## src/rtl/bist_pattern_source.sv

```systemverilog
// Purpose : BIST stimulus source; exhaustive-count or LFSR patterns over valid/ready, optional MISR compaction.
// Latency : first pattern valid 1 cycle after start; done rises the cycle after the last transfer.
// Backpr. : pat_ready low stalls indefinitely with pat_out/pat_cnt held; no pattern is dropped.
//
// Optional feature macro: PATGEN_MISR_EN (response MISR compaction into signature).
//
// Ports:
//   clk, rst              single clock, synchronous active-high reset
//   start, mode, num_pat  run request; mode/num_pat latched when start is accepted (IDLE/DONE)
//   pat_out, pat_valid    pattern to the gate under test, valid while running
//   pat_ready             consumer accepts pat_out this cycle
//   resp_in               same-cycle combinational response of the gate under test
//   busy, done            RUN / DONE state flags
//   pat_cnt               patterns accepted in the current/last run (saturating)
//   signature             MISR value, constant 0 when PATGEN_MISR_EN is undefined

module bist_pattern_source #(
    parameter int               PAT_W     = 2,
    parameter int               CNT_W     = 16,
    parameter logic [PAT_W-1:0] LFSR_TAPS = PAT_W'(2'b11),
    parameter logic [PAT_W-1:0] LFSR_SEED = PAT_W'(2'b01),
    parameter int               RESP_W    = 1,
    parameter int               SIG_W     = 16,
    parameter logic [SIG_W-1:0] SIG_TAPS  = SIG_W'(16'h8016)
) (
    input  logic              clk,
    input  logic              rst,
    input  logic              start,
    input  logic              mode,
    input  logic [CNT_W-1:0]  num_pat,
    output logic [PAT_W-1:0]  pat_out,
    output logic              pat_valid,
    input  logic              pat_ready,
    input  logic [RESP_W-1:0] resp_in,
    output logic              busy,
    output logic              done,
    output logic [CNT_W-1:0]  pat_cnt,
    output logic [SIG_W-1:0]  signature
);

    // An all-zero seed would lock the LFSR at zero, so it is replaced by 1.
    localparam logic [PAT_W-1:0] SEED_NZ =
        (LFSR_SEED == '0) ? PAT_W'(1) : LFSR_SEED;

    typedef enum logic [1:0] {
        S_IDLE,
        S_RUN,
        S_DONE
    } state_t;

    state_t             state;
    logic               mode_q;
    logic [CNT_W-1:0]   num_q;
    logic [PAT_W-1:0]   pat_next;
    logic [CNT_W-1:0]   cnt_next;
    logic               xfer;
    logic               start_go;

    assign xfer     = pat_valid && pat_ready;
    // start is only honoured outside RUN.
    assign start_go = start && (state != S_RUN);

    always_comb begin
        pat_next = pat_out + 1'b1;
        if (mode_q) begin
            pat_next = {pat_out[PAT_W-2:0], ^(pat_out & LFSR_TAPS)};
        end
    end

    // Saturate rather than wrap.
    assign cnt_next = (&pat_cnt) ? pat_cnt : pat_cnt + 1'b1;

    always_ff @(posedge clk) begin
        if (rst) begin
            state     <= S_IDLE;
            mode_q    <= 1'b0;
            num_q     <= '0;
            pat_out   <= '0;
            pat_valid <= 1'b0;
            busy      <= 1'b0;
            done      <= 1'b0;
            pat_cnt   <= '0;
        end else begin
            case (state)
                S_IDLE, S_DONE: begin
                    if (start_go) begin
                        mode_q  <= mode;
                        num_q   <= num_pat;
                        pat_cnt <= '0;
                        pat_out <= mode ? SEED_NZ : '0;
                        if (num_pat == '0) begin
                            // Empty run: straight to DONE, valid never rises.
                            state     <= S_DONE;
                            pat_valid <= 1'b0;
                            busy      <= 1'b0;
                            done      <= 1'b1;
                        end else begin
                            state     <= S_RUN;
                            pat_valid <= 1'b1;
                            busy      <= 1'b1;
                            done      <= 1'b0;
                        end
                    end
                end
                S_RUN: begin
                    if (xfer) begin
                        pat_cnt <= cnt_next;
                        pat_out <= pat_next;
                        if (cnt_next == num_q) begin
                            state     <= S_DONE;
                            pat_valid <= 1'b0;
                            busy      <= 1'b0;
                            done      <= 1'b1;
                        end
                    end
                end
                default: begin
                    state     <= S_IDLE;
                    pat_valid <= 1'b0;
                    busy      <= 1'b0;
                    done      <= 1'b0;
                end
            endcase
        end
    end

`ifdef PATGEN_MISR_EN
    logic [SIG_W-1:0] sig_q;

    always_ff @(posedge clk) begin
        if (rst) begin
            sig_q <= '0;
        end else if (start_go) begin
            sig_q <= '0;
        end else if (xfer && (state == S_RUN)) begin
            sig_q <= {sig_q[SIG_W-2:0], ^(sig_q & SIG_TAPS)} ^ SIG_W'(resp_in);
        end
    end

    assign signature = sig_q;
`else
    // Response is not compacted in this build.
    logic unused_resp;
    assign unused_resp = ^resp_in;
    assign signature   = '0;
`endif

endmodule

```

## config.mk

```make
export PLATFORM = sky130hd
export DESIGN_NAME = bist_pattern_source
export DESIGN_NICKNAME = d
export VERILOG_FILES = /design/src/rtl/bist_pattern_source.sv
export SDC_FILE = /design/constraint.sdc
export NUM_CORES = 1
export LEC_CHECK = 0
export ABC_CLOCK_PERIOD_IN_PS = 2300
export CELL_PAD_IN_SITES_DETAIL_PLACEMENT = 1
export CELL_PAD_IN_SITES_GLOBAL_PLACEMENT = 2
export CORE_ASPECT_RATIO = 0.75
export CORE_MARGIN = 5
export CORE_UTILIZATION = 26
export DETAILED_ROUTE_END_ITERATION = 6
export PLACE_DENSITY_LB_ADDON = 0.05
export SLEW_MARGIN = 20
export SYNTH_ARGS = -nofsm -noshare
export SYNTH_HDL_FRONTEND = slang
export SYNTH_SLANG_ARGS = --single-unit
```

## constraint.sdc

```tcl
create_clock -name clk -period 2.3 [get_ports clk]
set_input_delay 0.46 -clock clk [delete_from_list [all_inputs] [get_ports clk]]
set_output_delay 0.46 -clock clk [all_outputs]
set_load 0.005 [all_outputs]
```

==> Implementation_results.wiki <==
=== Synthesis and place and route ===
{| class="wikitable"
! Metric !! Value
|-
| Highest-count cells in the layout ignoring fill and taps || buf_4, nand2_1, clkdlybuf4s50_1, a21oi_1, dfxtp_1
|-
| CTS Root Buffer Type || clkbuf_16
|-
| Parity-gate share of the synthesized area counting xor and xnor cells || 0.07212
|-
| Post-DRT Antenna Nets || 0
|-
| HPWL after detailed placement || 8069 um
|-
| Comb gate area || 1847 um^2
|-
| Total cell area at the placement stage || 3562 um^2
|-
| Number of port buffers || 41
|-
| Total Power || 1.717 mW
|-
| Clock buffer instance count of the final layout || 6
|-
| Global placement routability congestion || 0.8273
|-
| Chip area || 12570 um^2
|-
| Highest attainable clock frequency || 444.7 MHz
|-
| DP Cell Count || 557
|-
| Total Routing Usage GR || 0.1604
|-
| Total buffers and inverters traversed by the critical path || 2
|-
| Dominant synthesized flop cell || dfxtp_1
|-
| Largest class || logic gates
|-
| Fraction of area in registers || 0.1962
|-
| Final Max Slew Viols || 0
|-
| Compound-Gate Fraction of Synth Area || 0.1997
|-
| Ratio of routed vias to standard cells || 4.865
|-
| Cell count listed in synth_stat.txt || 339
|-
| Final Hold Violation Tally || 0
|-
| Placeable Area || 10210 um^2
|-
| Max Cap Viol || 0
|-
| TritonCTS clock tree || done
|-
| Well tap count || 136
|-
| # setup viols final || 0
|-
| Total detailed-routing wirelength || 10060 um
|-
| Initial antenna violation count || 0
|-
| Chip area line of the yosys report || 2706 um^2
|-
| Cell Pwr Density || 442.2 nW/um^2
|-
| Proportion of synthesized chip area in sequential cells || 0.2737
|-
| Post-CTS setup-driven buffer insertion count || 3
|-
| Peak per-stage delay on the critical path || 510 ps
|-
| I/O pins || 59
|-
| Kind of end point of the critical path || register
|-
| Diodes inserted || 0
|-
| Multi-input logic cell count || 274
|-
| Cell-by-cell listing of the critical path || buf_4, nand4_1, buf_4, nor2_4, and4_4, o21ai_1, or4_4, nor4b_4, o21ai_1
|-
| Clk Latency, worst-skew pair || 290 ps
|-
| Final TNS setup || 0 ps
|-
| Proportion of cell area spent on the clock network || 0.03576
|-
| Final non-filler cell area || 3884 um^2
|-
| Path class of the lowest-slack min-delay path || register to register
|-
| Post-Synthesis Mean Instance Area || 7.983 um^2
|-
| Dominant delay contributor by cell family on the critical path || simple AND/OR/NAND/NOR gates
|-
| Post-synth tally of flip-flops with integrated enable || 0
|-
| Post-synthesis to final-layout area growth || 43.50%
|-
| DRC violation count after routing || 0
|-
| Synth warn || 0
|-
| Mapped cell area || 2706 um^2
|-
| Final Skew || 5.717 ps
|-
| Number of nets in the layout || 456
|-
| Arrival time at the worst endpoint || 2440 ps
|-
| Inverters || 3
|-
| Status || finished, final reports clean
|-
| H-tree level count || 2
|-
| Global route overflow || 0
|-
| Clock-pin slew reported for the worst setup and hold paths after clock tree synthesis || 60 ps
|-
| Post-Place Worst Slack || -119.7 ps
|-
| Flop area || 762.0 um^2
|-
| Number of design-rule violations left by the first detailed-router iteration || 101
|-
| Area fraction in mux cells || 0.02959
|-
| Detail-routed net length per standard cell || 17.64 um
|-
| Post-synthesis cell count || 339
|-
| Fraction of the core area occupied by cells at floorplan || 0.2651
|-
| FFs w/ async S/R, synth || 0
|-
| Non-clock buffer instance count of the final layout || 112
|-
| Post-Route Utilization || 0.3804
|-
| Vias in the first global route || 2859
|-
| Most area-hungry cell type in the Yosys netlist || dfxtp_1
|-
| Most instantiated logic cell after routing || buf_4
|-
| Number of unique standard cell types used by synthesis || 73
|-
| Number of vias in the routed layout || 2773
|-
| Fin crit share || 0.9777
|-
| Unrepaired setup endpoints after global routing || true
|-
| Fraction of synthesized cell area taken by the top area cell type || 0.2737
|-
| CTS Hold Bufs || 0
|-
| Cells taking the most area after synthesis || dfxtp_1, nand2_1, a21oi_1
|-
| Total of flip-flops plus latches after synthesis || 37
|-
| Maximum buffer depth of the clock tree || 2
|-
| Final Hold Slack || 474.1 ps
|-
| Die boundary width || 127.8 um
|-
| Log Warnings || 28
|-
| Gates resized, CTS repair || 23
|-
| Logic share of the area || 0.4755
|-
| Proportion of layout cells with a drive suffix above 1 || 0.2995
|-
| Non-clock buffer share || 0.2458
|-
| Core Rows || 32
|-
| Logic family by area || simple AND/OR/NAND/NOR gates
|-
| Max VDD drop || 0.0002182 V
|-
| DIE HEIGHT || 98.36 um
|-
| Startpoint type of the worst setup path || register
|-
| First-pass GRT wire length || 15730 um
|-
| Clk sink count || 37
|-
| Required time of the worst setup path || 2490 ps
|-
| Leakage Power || 1.519 nW
|-
| Fraction of the mapped netlist area in simple logic gates || 0.3070
|-
| Largest net degree at the start of global routing || 20
|-
| Crit-path max FO || 4
|-
| Crit Path Class || register to register
|-
| Filler cell count in the final layout || 1229
|-
| Number of standard cells in the final layout excluding fillers || 570
|-
| Critical path's slowest cell || or4_4
|-
| Detailed Routing Iterations Pass 1 || 4
|-
| Shortest clock period the worst path allows after layout || 2249 ps
|-
| Final setup margin || 51.38 ps
|-
| Fraction of the mapped netlist area in adder cells || 0.004623
|}
[routing by layer]
layer | vias up | track usage | routed length (um)
li1 | 1387 | - | -
met1 | 1338 | 0.2251 | 5119
met2 | 41 | 0.2478 | 4500
met3 | 7 | 0.03390 | 324
met4 | 0 | 0.04486 | 113
met5 | - | 0 | 0
[tightest hold or removal path, delay by kind of cell, from the launching register on]
family / cells / cell delay, ps
flops: 1 / 320
simple gates: 1 / 60
compound gates: 1 / 50
[final timing paths]
kind                            startpoint       end  slack (ps)  depth (start not counted)
worst max-delay path            pat_cnt[1]  state[0]          50                          9
worst min-delay path              num_q[9]  num_q[9]         470                          2
worst max register to register  pat_cnt[1]  state[0]          50                          9
worst min register to register    num_q[9]  num_q[9]         470                          2
[synth_stat cells (all sizes together) (2+ instances only)]
| cell type | count |
|---|---|
| nor2 | 21 |
| nor4 | 11 |
| or2 | 2 |
| o21ai | 17 |
| nor2b | 4 |
| and3 | 4 |
| inv | 3 |
| and4 | 6 |
| dfxtp | 37 |
| buf | 27 |
| clkbuf | 13 |
| nand3 | 12 |
| a211oi | 2 |
| a311oi | 3 |
| or4 | 3 |
| a22oi | 4 |
| mux2i | 8 |
| xnor2 | 10 |
| or3 | 4 |
| nand4 | 9 |
| nand2b | 6 |
| nand2 | 50 |
| a31oi | 8 |
| a21oi | 31 |
| xor2 | 8 |
| o31ai | 2 |
| nor3 | 7 |
[state kept, by name, indices dropped and copies added (netlist names)]
name     cells
pat_cnt     16
state        2
num_q       16
mode_q       1
pat_out      2
[power by group]
part	switching [mW]	internal [mW]	total (mW)
Combinational	0.172	0.161	0.333
Clock	0.286	0.398	0.684
Sequential	0.0333	0.667	0.700
Total	0.491	1.23	1.72
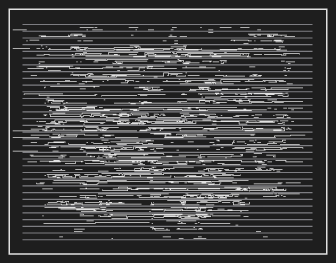
(images/met1.png)
Supply wires on this layer in gray.
The longest straight run is 50.1 um. The layer carries 5120 um of wire. 419 nets have wire on it. The wires run mostly horizontal. The layer holds 51% of the routed length.

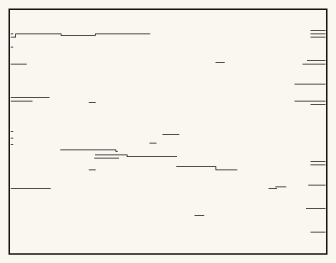
(images/met3.png)
30 nets have wire on it. The layer holds 3.2% of the routed length.

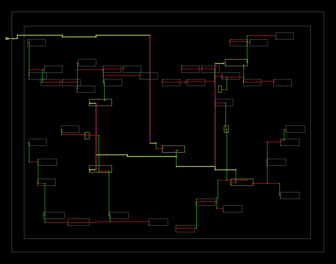
(images/final_clocks.png)
sequential cells: 37
Num CTS Buffers: 5

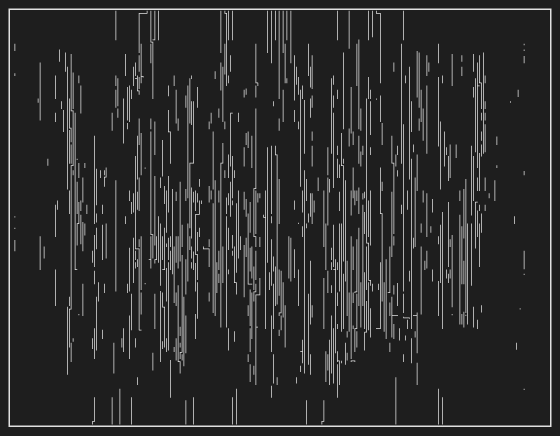
(images/met2.png)
The longest straight run is 47.9 um. The layer holds 45% of the routed length. The wires run mostly vertical.

Power figures rest on the tool's default switching activity, not on a simulated workload.
